<file path="config.mk">
export PLATFORM = sky130hd
export DESIGN_NAME = apb_rx
export DESIGN_NICKNAME = d
export VERILOG_FILES = /design/src/rtl/uart_pkg.sv /design/src/rtl/apb_rx_sampler.sv /design/src/rtl/apb_rx.sv
export SDC_FILE = /design/constraint.sdc
export NUM_CORES = 1
export LEC_CHECK = 0
export CORE_MARGIN = 4
export CORE_UTILIZATION = 61
export CTS_CLUSTER_DIAMETER = 30
export DETAILED_ROUTE_END_ITERATION = 10
export PLACE_DENSITY = 0.85
export SLEW_MARGIN = 40
export SYNTH_ARGS = -nofsm -noshare
export SYNTH_HDL_FRONTEND = slang
export SYNTH_SLANG_ARGS = --single-unit
</file>
<file path="constraint.sdc">
create_clock -name clk -period 5.1 [get_ports clk]
set_clock_uncertainty 0.15 [all_clocks]
set_input_delay 1.02 -clock clk [delete_from_list [all_inputs] [get_ports clk]]
set_output_delay 1.02 -clock clk [all_outputs]
set_load 0.005 [all_outputs]
</file>
<file path="src/rtl/uart_pkg.sv">
// ---------------------------------------------------------------------------
// uart_pkg
// Shared definitions for the UART receive path (and its matching TX build):
// receiver FSM state encoding, minimum baud divisor, data-width constants
// and the even-parity check helper.
// Optional feature macro: UART_PARITY_EN (parity helper used only when set).
// ---------------------------------------------------------------------------
package uart_pkg;

    typedef enum logic [2:0] {
        ST_IDLE   = 3'd0,
        ST_START  = 3'd1,
        ST_DATA   = 3'd2,
        ST_PARITY = 3'd3,
        ST_STOP   = 3'd4
    } rx_state_t;

    localparam int BAUD_MIN = 4;
    localparam int DATA_W8  = 8;
    localparam int DATA_W10 = 10;

    // 1 when data plus the received even-parity bit has odd weight.
    // Unused data bits must be zero (mode=0 frames leave bits 9:8 clear).
    function automatic logic even_parity_err(input logic [DATA_W10-1:0] data,
                                             input logic                par_bit);
        return (^data) ^ par_bit;
    endfunction

endpackage

</file>
<file path="src/rtl/apb_rx_sampler.sv">
// ---------------------------------------------------------------------------
// apb_rx_sampler
// Front end of the UART receiver: metastability synchroniser on rx_in,
// falling-edge detector and the bit-period down-counter.
// Ports:
//   clk, rst      clock, synchronous active-high reset
//   rx_in         asynchronous serial line (idle high)
//   cnt_load      reload the counter with cnt_load_val this cycle
//   cnt_load_val  reload value
//   rx_s          synchronised line
//   fall          synchronised 1->0 transition seen this cycle
//   tick          counter at terminal count (sample point)
// ---------------------------------------------------------------------------
module apb_rx_sampler #(
    parameter int BAUD_W      = 20,
    parameter int SYNC_STAGES = 2
) (
    input  logic              clk,
    input  logic              rst,
    input  logic              rx_in,
    input  logic              cnt_load,
    input  logic [BAUD_W-1:0] cnt_load_val,
    output logic              rx_s,
    output logic              fall,
    output logic              tick
);

    logic [SYNC_STAGES-1:0] sync_q, sync_d;
    logic                   prev_q, prev_d;
    logic [BAUD_W-1:0]      cnt_q, cnt_d;

    always_comb begin
        sync_d = {sync_q[SYNC_STAGES-2:0], rx_in};
        prev_d = sync_q[SYNC_STAGES-1];
        cnt_d  = cnt_q;
        if (cnt_load) begin
            cnt_d = cnt_load_val;
        end else if (cnt_q != '0) begin
            // parks at zero instead of wrapping
            cnt_d = cnt_q - 1'b1;
        end
    end

    always_ff @(posedge clk) begin
        if (rst) begin
            sync_q <= '1;
            prev_q <= 1'b1;
            cnt_q  <= '0;
        end else begin
            sync_q <= sync_d;
            prev_q <= prev_d;
            cnt_q  <= cnt_d;
        end
    end

    assign rx_s = sync_q[SYNC_STAGES-1];
    assign fall = prev_q & ~rx_s;
    assign tick = (cnt_q == '0);

endmodule

</file>
<file path="src/rtl/apb_rx.sv">
// ---------------------------------------------------------------------------
// apb_rx
// UART receive stage: deserialises rx_in into 8-bit (mode=0) or 10-bit
// (mode=1) words, LSB first, into a single-entry holding register with a
// valid/ready handshake and error flags.
// Optional feature macro: UART_PARITY_EN (even parity bit after data).
// Ports:
//   clk, rst   clock, synchronous active-high reset
//   sel        enables start detection
//   mode       0 = 8 data bits, 1 = 10 data bits (latched at start)
//   baud       clk cycles per bit, clamped to >= 4 (latched at start)
//   rx_in      serial line
//   rx_ready   consumer accepts dout
//   clr_err    clears overrun
//   rx_valid, dout, frame_err, par_err   holding register contents
//   overrun    sticky: frame dropped while holding register full
//   busy       receiver not idle
//
// state     | meaning
// ST_IDLE   | waiting for falling edge on synchronised line
// ST_START  | counting to middle of start bit, reject glitches
// ST_DATA   | sampling data bits LSB first
// ST_PARITY | sampling parity bit (UART_PARITY_EN only)
// ST_STOP   | sampling stop bit, committing the word
// ---------------------------------------------------------------------------
module apb_rx
    import uart_pkg::*;
#(
    parameter int DATA_W      = 10,
    parameter int BAUD_W      = 20,
    parameter int SYNC_STAGES = 2
) (
    input  logic              clk,
    input  logic              rst,
    input  logic              sel,
    input  logic              mode,
    input  logic [BAUD_W-1:0] baud,
    input  logic              rx_in,
    input  logic              rx_ready,
    input  logic              clr_err,
    output logic              rx_valid,
    output logic [DATA_W-1:0] dout,
    output logic              frame_err,
    output logic              par_err,
    output logic              overrun,
    output logic              busy
);

    rx_state_t         state_q, state_d;
    logic              mode_q, mode_d;
    logic [BAUD_W-1:0] baud_q, baud_d;
    logic [3:0]        bit_q, bit_d;
    logic [DATA_W-1:0] shreg_q, shreg_d;
    logic              valid_q, valid_d;
    logic [DATA_W-1:0] dout_q, dout_d;
    logic              ferr_q, ferr_d;
    logic              perr_q, perr_d;
    logic              ovr_q, ovr_d;
`ifdef UART_PARITY_EN
    logic              par_bit_q, par_bit_d;
`endif

    logic              rx_s, fall, tick;
    logic              cnt_load;
    logic [BAUD_W-1:0] cnt_load_val;
    logic              commit;
    logic [BAUD_W-1:0] baud_clamped;
    logic [3:0]        last_bit;

    apb_rx_sampler #(
        .BAUD_W      (BAUD_W),
        .SYNC_STAGES (SYNC_STAGES)
    ) u_sampler (
        .clk          (clk),
        .rst          (rst),
        .rx_in        (rx_in),
        .cnt_load     (cnt_load),
        .cnt_load_val (cnt_load_val),
        .rx_s         (rx_s),
        .fall         (fall),
        .tick         (tick)
    );

    assign baud_clamped = (baud < BAUD_W'(BAUD_MIN)) ? BAUD_W'(BAUD_MIN) : baud;
    assign last_bit     = mode_q ? 4'(DATA_W10 - 1) : 4'(DATA_W8 - 1);

    // state register
    always_ff @(posedge clk) begin
        if (rst) state_q <= ST_IDLE;
        else     state_q <= state_d;
    end

    // next state
    always_comb begin
        state_d = state_q;
        case (state_q)
            ST_IDLE:  if (sel && fall) state_d = ST_START;
            ST_START: if (tick) state_d = rx_s ? ST_IDLE : ST_DATA;
            ST_DATA: begin
                if (tick && bit_q == last_bit) begin
`ifdef UART_PARITY_EN
                    state_d = ST_PARITY;
`else
                    state_d = ST_STOP;
`endif
                end
            end
`ifdef UART_PARITY_EN
            ST_PARITY: if (tick) state_d = ST_STOP;
`endif
            ST_STOP:  if (tick) state_d = ST_IDLE;
            default:  state_d = ST_IDLE;
        endcase
    end

    // outputs: counter control, frame datapath, commit
    always_comb begin
        cnt_load     = 1'b0;
        cnt_load_val = baud_q - 1'b1;
        mode_d       = mode_q;
        baud_d       = baud_q;
        bit_d        = bit_q;
        shreg_d      = shreg_q;
        commit       = 1'b0;
`ifdef UART_PARITY_EN
        par_bit_d    = par_bit_q;
`endif
        case (state_q)
            ST_IDLE: begin
                if (sel && fall) begin
                    cnt_load     = 1'b1;
                    cnt_load_val = baud_clamped >> 1;
                    mode_d       = mode;
                    baud_d       = baud_clamped;
                    bit_d        = '0;
                    shreg_d      = '0;
                end
            end
            ST_START: begin
                if (tick && !rx_s) cnt_load = 1'b1;
            end
            ST_DATA: begin
                if (tick) begin
                    shreg_d[bit_q] = rx_s;
                    bit_d          = bit_q + 4'd1;
                    cnt_load       = 1'b1;
                end
            end
`ifdef UART_PARITY_EN
            ST_PARITY: begin
                if (tick) begin
                    par_bit_d = rx_s;
                    cnt_load  = 1'b1;
                end
            end
`endif
            ST_STOP: begin
                if (tick) commit = 1'b1;
            end
            default: ;
        endcase
    end

    // holding register and flags
    always_comb begin
        valid_d = valid_q;
        dout_d  = dout_q;
        ferr_d  = ferr_q;
        perr_d  = perr_q;
        ovr_d   = ovr_q;
        if (valid_q && rx_ready) valid_d = 1'b0;
        if (commit) begin
            if (!valid_q || rx_ready) begin
                valid_d = 1'b1;
                dout_d  = shreg_q;
                ferr_d  = ~rx_s;
`ifdef UART_PARITY_EN
                perr_d  = even_parity_err(DATA_W10'(shreg_q), par_bit_q);
`else
                perr_d  = 1'b0;
`endif
            end else begin
                ovr_d = 1'b1;
            end
        end
        // a new overrun wins over a coincident clear
        if (clr_err && !(commit && valid_q && !rx_ready)) ovr_d = 1'b0;
    end

    always_ff @(posedge clk) begin
        if (rst) begin
            mode_q    <= 1'b0;
            baud_q    <= '0;
            bit_q     <= '0;
            shreg_q   <= '0;
            valid_q   <= 1'b0;
            dout_q    <= '0;
            ferr_q    <= 1'b0;
            perr_q    <= 1'b0;
            ovr_q     <= 1'b0;
`ifdef UART_PARITY_EN
            par_bit_q <= 1'b0;
`endif
        end else begin
            mode_q    <= mode_d;
            baud_q    <= baud_d;
            bit_q     <= bit_d;
            shreg_q   <= shreg_d;
            valid_q   <= valid_d;
            dout_q    <= dout_d;
            ferr_q    <= ferr_d;
            perr_q    <= perr_d;
            ovr_q     <= ovr_d;
`ifdef UART_PARITY_EN
            par_bit_q <= par_bit_d;
`endif
        end
    end

    assign rx_valid  = valid_q;
    assign dout      = dout_q;
    assign frame_err = ferr_q;
    assign par_err   = perr_q;
    assign overrun   = ovr_q;
    assign busy      = (state_q != ST_IDLE);

endmodule

</file>
==> images/m2.png <==
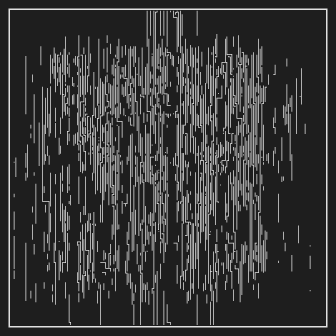
The layer carries 4800 µm of wire. The layer holds 47% of the routed length. The longest straight run is 36.7 µm.
GR Layer Usage met2: 43.15%
WL final: 10.32 mm
Vias: 3683

==> images/congestion_map.png <==
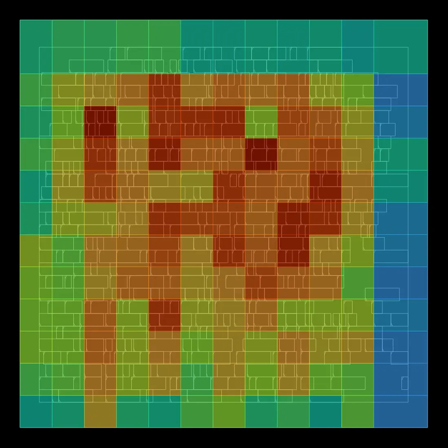
met1 Track Usage GR: 37.11%
GR peak layer: met2
WL/cell: 18.16 µm
Tot GR Track Use: 27.40%
Final Util: 74.96%

==> impl_metrics.py <==
# Synthesis and PnR figures
metrics = {
    "cts": {
        "cts_resized": 0,
        "postCtsSetupRepairBufs": 0,
        "clockRootBuffer": "clkbuf_8",
        "htreeDepth": 3,
        "clock_latency_ps": 350,
        "clockBufferDepth": 2,
        "tritoncts": "yes",
        "cts.sinks": 74,
        "clk_pin_slew_worst_paths_ps": 80,
    },
    "critical_path": {
        "crit_fanout": 20,
        "r2r-end": "u_sampler.cnt_q[16]",
        "startpoint": "sel",
        "critPathMaxStageDelay_ps": 690,
        "setup.worst_path.end_class": "register",
        "r2r_cells": 7,
        "start_kind": "input pin",
        "path_class": "in -> reg",
        "reg2reg_from": "u_sampler.cnt_q[0]",
        "worstSetupEndpoint": "bit_q[3]",
        "r2r_slack_ps": 1920,
    },
    "pwr": {
        "power_density_mw_per_mm2": 436.6,
        "ir_worst_vdd_mv": 0.4145,
        "p_total_w": 0.001972,
        "power_switching_w": 0.0007455,
        "p_seq_share_pct": 36.9,
        "power_frac_comb_pct": 36.5,
        "swShare_pct": 37.81,
    },
    "route": {
        "viasPerCell": 6.484,
        "wl_met3_um": 949,
        "drc": 0,
        "drtAntennaViolNets": 0,
        "drt-met1-wl_mm": 4.381,
        "drtIter0Drc": 405,
        "top_layer_used": "met4",
    },
    "placement": {
        "dp.cells": 552,
        "place_area_mm2": 0.004267,
        "port_buffers": 40,
    },
    "flow_run": {
        "drv_cap": 0,
        "warning_count": 29,
    },
    "floorplan": {
        "dieWidth_um": 87.45,
        "chip_area_mm2": 0.007647,
        "placementRows": 28,
        "chipHeight_um": 87.45,
        "core_area_mm2": 0.006026,
    },
    "synthesis": {
        "synth_area_mm2": 0.003850,
        "async_reset_ff_share_pct": 0,
        "top_cells_by_area": "dfxtp_1, nand2_1, mux2i_1",
        "top_area_cell": "dfxtp_1",
        "yosys_warnings": 0,
        "syn_avg_cell_area_um2": 8.388,
        "synthAoiAreaFrac_pct": 17.09,
        "synthSimpleGateAreaFrac_pct": 27.46,
        "ys_cells": 459,
        "synth-main-ff-cell": "dfxtp_1",
        "most_common_cell": "dfxtp_1",
        "ys_top_cells_by_count": "dfxtp_1, nand2_1, nor2_1",
        "top_cell_area_share_pct": 38.48,
        "synth_cells": 459,
        "seq_area_frac_synth_pct": 38.48,
        "synth_cell_types": 65,
        "synth_flops": 74,
    },
    "layout": {
        "fill_cells": 452,
        "antennaDiodeCount": 0,
        "finalInstanceArea_mm2": 0.004517,
        "finalNetCount": 521,
    },
    "global_routing": {
        "antenna_found_initial": 0,
        "grt_pass1_vias": 3389,
        "grt-ovfl-total": 0,
        "grt_pass1_wl_mm": 16.46,
    },
    "timing": {
        "finalSetupViolCount": 0,
        "fmax_mhz": 301.0,
        "drv_slew": 0,
        "grt_setup_unrepaired": "no",
        "worstMarginPinSlew_ps": 841.0,
        "relSlewSlack_pct": 43.43,
    },
    "worst_hold_path": {
        "worstHoldStart": "u_sampler.sync_q[0]",
        "holdPathStages": 1,
        "whs_endpoint": "u_sampler.sync_q[1]",
    },
    "outcome": {
        "status": "finished, final reports clean",
    },
}
[through the flow]
step	setup WS [ps]	hold slack [ps]
2_1_floorplan	2690	239.5
3_3_place_gp	1622	244.4
3_5_place_dp	1558	253.6
4_1_cts	1863	273.2
5_1_grt	1724	291.7
6_report	1778	269.1
[cells in the final DEF (no fill, tap or decap), drive strengths merged, types with 7 or more instances in the layout]
| cell | n |
|---|---|
| dfxtp | 74 |
| o31a | 7 |
| clkbuf | 12 |
| a21oi | 32 |
| nand3 | 20 |
| a211oi | 7 |
| xor2 | 7 |
| xnor2 | 14 |
| o21ai | 11 |
| mux2i | 23 |
| nand2 | 70 |
| or3 | 8 |
| inv | 8 |
| nor2 | 35 |
| nor3 | 14 |
| clkdlybuf4s50 | 40 |
| nor4 | 17 |
[sequential cells by signal, indices dropped and copies added, names as in the netlist, 2 cells and up]
signal,count
baud_q,20
bit_q,4
dout,10
shreg_q,10
state_q,3
u_sampler.cnt_q,20
u_sampler.sync_q,2
[power groups by stage]
stage / clock network [W] / registers [W] / logic, W
2_1_floorplan: 0 / 0.000721 / 0.000536
3_3_place_gp: 0 / 0.000733 / 0.000658
3_5_place_dp: 0 / 0.000737 / 0.000675
4_1_cts: 0.000521 / 0.000724 / 0.000684
5_1_grt: 0.000554 / 0.000737 / 0.000785
6_report: 0.000523 / 0.000729 / 0.000720
[cell type report]
type                    count  area [µm²]  area share (%)
clock inverters             4       73.82           1.634
multi-input cells         351        2252           49.86
well taps                  75       93.84           2.078
flip-flops and latches     74        1481           32.80
inverters                   8       30.03          0.6648
repair buffers             44       430.4           9.529
clock buffers              12       155.1           3.435
[worst max-delay path, delay by kind of cell]
kind / cells / cell delay [ps]
simple gates: 4 / 1450
buf+inv: 2 / 850
compound gates: 1 / 130
Power is estimated from default activity; no workload was simulated.
